--- config.mk ---
export PLATFORM = sky130hd
export DESIGN_NAME = fm_modulator_pl
export DESIGN_NICKNAME = d
export VERILOG_FILES = /design/src/rtl/fm_modulator_pl.sv
export SDC_FILE = /design/constraint.sdc
export NUM_CORES = 1
export LEC_CHECK = 0
export CAP_MARGIN = 10
export CELL_PAD_IN_SITES_DETAIL_PLACEMENT = 1
export CELL_PAD_IN_SITES_GLOBAL_PLACEMENT = 2
export CORE_MARGIN = 8
export CORE_UTILIZATION = 45
export CTS_BUF_LIST = sky130_fd_sc_hd__clkbuf_8
export DETAILED_ROUTE_END_ITERATION = 7
export PLACE_DENSITY_LB_ADDON = 0.1
export SLEW_MARGIN = 20
export SYNTH_ARGS = -nofsm -noshare
export SYNTH_HDL_FRONTEND = slang
export SYNTH_SLANG_ARGS = --single-unit
--- constraint.sdc ---
create_clock -name clk -period 20.5 [get_ports clk]
set_input_delay 4.1 -clock clk [delete_from_list [all_inputs] [get_ports clk]]
set_output_delay 4.1 -clock clk [all_outputs]
set_load 0.01 [all_outputs]
--- src/rtl/fm_modulator_pl.sv ---
// Pipelined FM modulator: runtime carrier/deviation config applied on phase wrap,
// audio hold with underrun timeout, piecewise-linear sine out. Optional: FM_PHASE_DITHER_EN.
module fm_modulator_pl #(
  parameter int A        = 8,
  parameter int N        = 18,
  parameter int D        = 5,
  parameter int DF_W     = 12,
  parameter int HOLD_MAX = 4096
) (
  input  logic            clk,
  input  logic            rst,
  input  logic            en,
  input  logic [A-1:0]    audio,
  input  logic            audio_valid,
  input  logic            cfg_valid,
  input  logic [N-1:0]    fc_inc,
  input  logic [DF_W-1:0] df_inc,
  output logic            cfg_pending,
  output logic            underrun,
  output logic [D-1:0]    rf
);
  localparam int PW = A + DF_W + 1;
  localparam int CW = $clog2(HOLD_MAX + 1);
  localparam logic [D-1:0]  MID      = D'(1 << (D - 1));
  localparam logic [D-2:0]  QTR      = (D-1)'(1 << (D - 3));
  localparam logic [D-2:0]  MAG_MAX  = {(D-1){1'b1}};
  localparam logic [CW-1:0] CNT_MAX  = CW'(HOLD_MAX);
  localparam logic [CW-1:0] CNT_LAST = CW'(HOLD_MAX - 1);

  logic [N-1:0]       phase_reg;
  logic [N-1:0]       fc_act_reg, fc_sh_reg;
  logic [DF_W-1:0]    df_act_reg, df_sh_reg;
  logic signed [A-1:0] held_reg;
  logic [CW-1:0]      hold_cnt_reg;
  logic               cfg_pending_reg, underrun_reg;
  logic [D-2:0]       mag_reg;
  logic               neg_reg;
  logic [D-1:0]       rf_reg;

  assign cfg_pending = cfg_pending_reg;
  assign underrun    = underrun_reg;
  assign rf          = rf_reg;

  // Deviation: held sample scaled by df, floor-shifted back by A-1, then sign-extended/truncated to N bits.
  logic signed [PW-1:0]   held_ext, df_ext, prod, prod_sh;
  logic signed [N+PW-1:0] prod_wide;
  logic [N-1:0]           mod_val;
  assign held_ext  = {{(PW-A){held_reg[A-1]}}, held_reg};
  assign df_ext    = {{(PW-DF_W){1'b0}}, df_act_reg};
  assign prod      = held_ext * df_ext;
  assign prod_sh   = prod >>> (A - 1);
  assign prod_wide = {{N{prod_sh[PW-1]}}, prod_sh};
  assign mod_val   = prod_wide[N-1:0];

  // Three spare bits hold carry (>= 2^N) or borrow (< 0); any set bit means the phase wrapped.
  logic [N+2:0] sum_ext;
  logic         wrap, apply;
  assign sum_ext = {3'b000, phase_reg} + {3'b000, fc_act_reg} + {{3{mod_val[N-1]}}, mod_val};
  assign wrap    = |sum_ext[N+2:N];
  assign apply   = cfg_pending_reg & (wrap | ~en);

  always_ff @(posedge clk or posedge rst) begin
    if (rst) begin
      held_reg     <= '0;
      hold_cnt_reg <= '0;
      underrun_reg <= 1'b1;
    end else if (audio_valid) begin
      held_reg     <= audio;
      hold_cnt_reg <= '0;
      underrun_reg <= 1'b0;
    end else if (hold_cnt_reg != CNT_MAX) begin
      hold_cnt_reg <= hold_cnt_reg + CW'(1);
      if (hold_cnt_reg == CNT_LAST) begin
        held_reg     <= '0;
        underrun_reg <= 1'b1;
      end
    end
  end

  always_ff @(posedge clk or posedge rst) begin
    if (rst) begin
      phase_reg <= '0;
    end else if (en) begin
      phase_reg <= sum_ext[N-1:0];
    end else begin
      phase_reg <= '0;
    end
  end

  // A write landing on the apply cycle stays in shadow and keeps pending set.
  always_ff @(posedge clk or posedge rst) begin
    if (rst) begin
      fc_act_reg      <= '0;
      df_act_reg      <= '0;
      fc_sh_reg       <= '0;
      df_sh_reg       <= '0;
      cfg_pending_reg <= 1'b0;
    end else begin
      if (apply) begin
        fc_act_reg <= fc_sh_reg;
        df_act_reg <= df_sh_reg;
      end
      if (cfg_valid) begin
        fc_sh_reg       <= fc_inc;
        df_sh_reg       <= df_inc;
        cfg_pending_reg <= 1'b1;
      end else if (apply) begin
        cfg_pending_reg <= 1'b0;
      end
    end
  end

  logic [N-1:0] ph2;
`ifdef FM_PHASE_DITHER_EN
  localparam int K = (N - D - 1 < 16) ? (N - D - 1) : 16;
  logic [15:0] lfsr_reg;
  always_ff @(posedge clk or posedge rst) begin
    if (rst) begin
      lfsr_reg <= 16'hACE1;
    end else if (en) begin
      lfsr_reg <= {lfsr_reg[14:0], lfsr_reg[15] ^ lfsr_reg[13] ^ lfsr_reg[12] ^ lfsr_reg[10]};
    end
  end
  assign ph2 = phase_reg + {{(N-K){1'b0}}, lfsr_reg[K-1:0]};
`else
  assign ph2 = phase_reg;
`endif

  // ph_hi = {quadrant, top D-1 bits of the in-quadrant phase}.
  logic [D:0]   ph_hi;
  logic [D-2:0] pt, mag_next;
  logic [D-1:0] rf_next;
  assign ph_hi = ph2[N-1:N-1-D];

  always_comb begin
    pt       = ph_hi[D-1] ? ~ph_hi[D-2:0] : ph_hi[D-2:0];
    mag_next = MAG_MAX;
    case (pt[D-2:D-3])
      2'd0:    mag_next = {pt[D-3:0], 1'b0};
      2'd3:    mag_next = MAG_MAX;
      default: mag_next = QTR + pt;
    endcase
  end

  assign rf_next = neg_reg ? (MID - {1'b0, mag_reg}) : (MID + {1'b0, mag_reg});

  always_ff @(posedge clk or posedge rst) begin
    if (rst) begin
      mag_reg <= '0;
      neg_reg <= 1'b0;
      rf_reg  <= MID;
    end else if (!en) begin
      mag_reg <= '0;
      neg_reg <= 1'b0;
      rf_reg  <= MID;
    end else begin
      mag_reg <= mag_next;
      neg_reg <= ph_hi[D];
      rf_reg  <= rf_next;
    end
  end

  logic unused_bits;
  assign unused_bits = ^{prod_wide[N+PW-1:N], ph2[N-D-2:0]};

endmodule

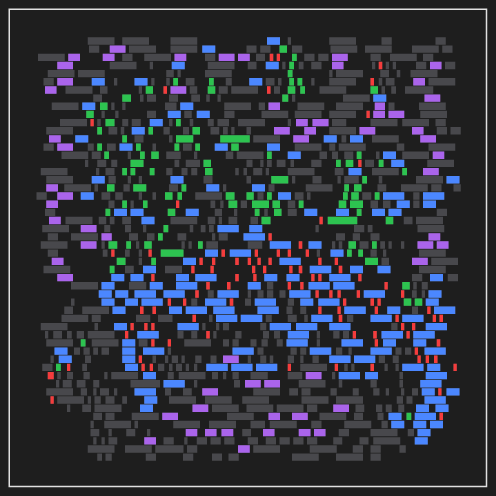
(images/gates.png)
Drawn at 3 px/um.
blue -> fa/ha/maj cells  # cells 153, most used ha_1
green -> aoi and oai cells  # cells 97, most used a21oi_1
purple -> mux cells  # cells 62, where widely spread
red -> inv cells  # cells 99, most used inv_1

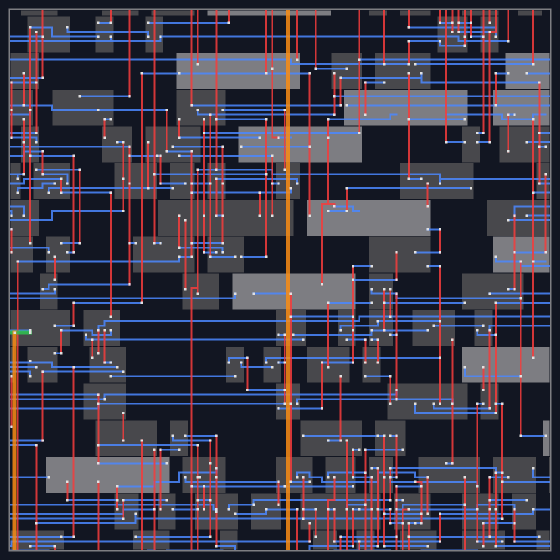
(images/closeup.png)
Region (59, 91) to (99, 131) um. Cells in gray, sequential cells in the stronger gray; small squares are vias.
red -> M2
blue -> M1
green -> M3
orange -> M4
cells with their middle in the window = 81
most frequent = nand2_1 (11), ha_1 (8), dfrtp_1 (7)
sequential cells in the window = 7
netlist names of flops here include = ph2 (3), fc_act_reg (2)

==> run_results.csv <==
group,metric,value,unit
status,status,"finished, final reports clean",
synth,aoi_share,10.5,%
synth,edf_count,0,
drt,vias,6266,
drt,drcViolationCount,0,
final_timing,period_minus_slack,8.59,ns
drt,wirelength,20500,um
cts,htree_num_levels,3,
final_timing,finalClockPeriodUsage,41.9,%
synth,netlist_area,0.00915,mm2
cts,clock-sinks,111,
synth,yosys_warnings,0,
synth,mux_share,8.84,%
layout,nonClkBufAreaFrac,4.96,%
floorplanning,dieArea,0.0251,mm2
layout,clk_share,2.00,%
final_timing,finalSetupViolations,0,
cts,cts_buffers,9,
final_timing,hold_viol_final,0,
final_timing,grt_setup_unrepaired,"false",
critical_path,critPathLaunch,"held_reg[7]$_DFFE_PP0P_",
synth,top_cells_by_area,"dfrtp_1 30%, fa_1 13%, ha_1 13%",
floorplanning,dieWidth,159,um
layout,nClkBuffers,9,
floorplanning,io_pins,50,
flow_run,drv_cap,0,
synth,synth_cell_types,65,
cts,cts_resized,0,
cts,post_cts_buffers,0,
synth,yosysChipArea,0.00915,mm2
global_route,use_met3,2.17,%
place,io_buffers,49,
layout,seq_share,27.5,%
global_route,grt_pass1_vias,7208,
final_timing,max_freq,0.116,GHz
drt,routedWlPerCell,17.2,um
cts,cts.path.max_buffers,2,
layout,diodes,0,
critical_path,crit_cells,29,
synth,syn_inst,878,
final_timing,slew_headroom,34.7,%
layout,mi_logic_area,0.00590,mm2
layout,largest_cell_class,"logic gates",
floorplanning,core_area,0.0201,mm2
global_route,antenna_found_initial,0,
min_path,min-delay-start,"df_sh_reg[2]$_DFFE_PP0P_",
cts,clk_pin_slew,0.12,ns
final_timing,fin_hold_ws,0.497,ns
cts,cts_root_buffer,"clkbuf_8",
layout,drive_gt1_share,10.9,%
global_route,grt_use_met1,23.9,%
floorplanning,placementRows,52,
layout,lay_top_count,"dfrtp_1",
layout,nNonClkInverters,99,
min_path,worstHoldEndpoint,"df_act_reg[2]$_DFFE_PP0P_",
synth,netlist_top_cells_count,"109 x dfrtp_1, 98 x inv_1, 92 x ha_1, 70 x nor2_1, 63 x and2_1",
layout,fillers,2211,
synth,adder_share,25.9,%
layout,comb_share,58.5,%
critical_path,crit_fanout,30,
place,routabilityCongestion,0.838,
synth,ys_cells,878,
floorplanning,die_h,159,um
[per-stage QoR]
step / std cells / cell area (um2)
final: 1196 / 10100
after global routing: 1196 / 10100
after CTS: 1196 / 10100
after detailed placement: 1180 / 9890
after global placement: 1180 / 9890
after floorplan: 878 / 9150
[layer usage]
layer  routed length (um)  up-vias
li1                     -     3034
met1                 9910     3169
met2                 9990       44
met3                  312       19
met4                  304        0
met5                    0        -
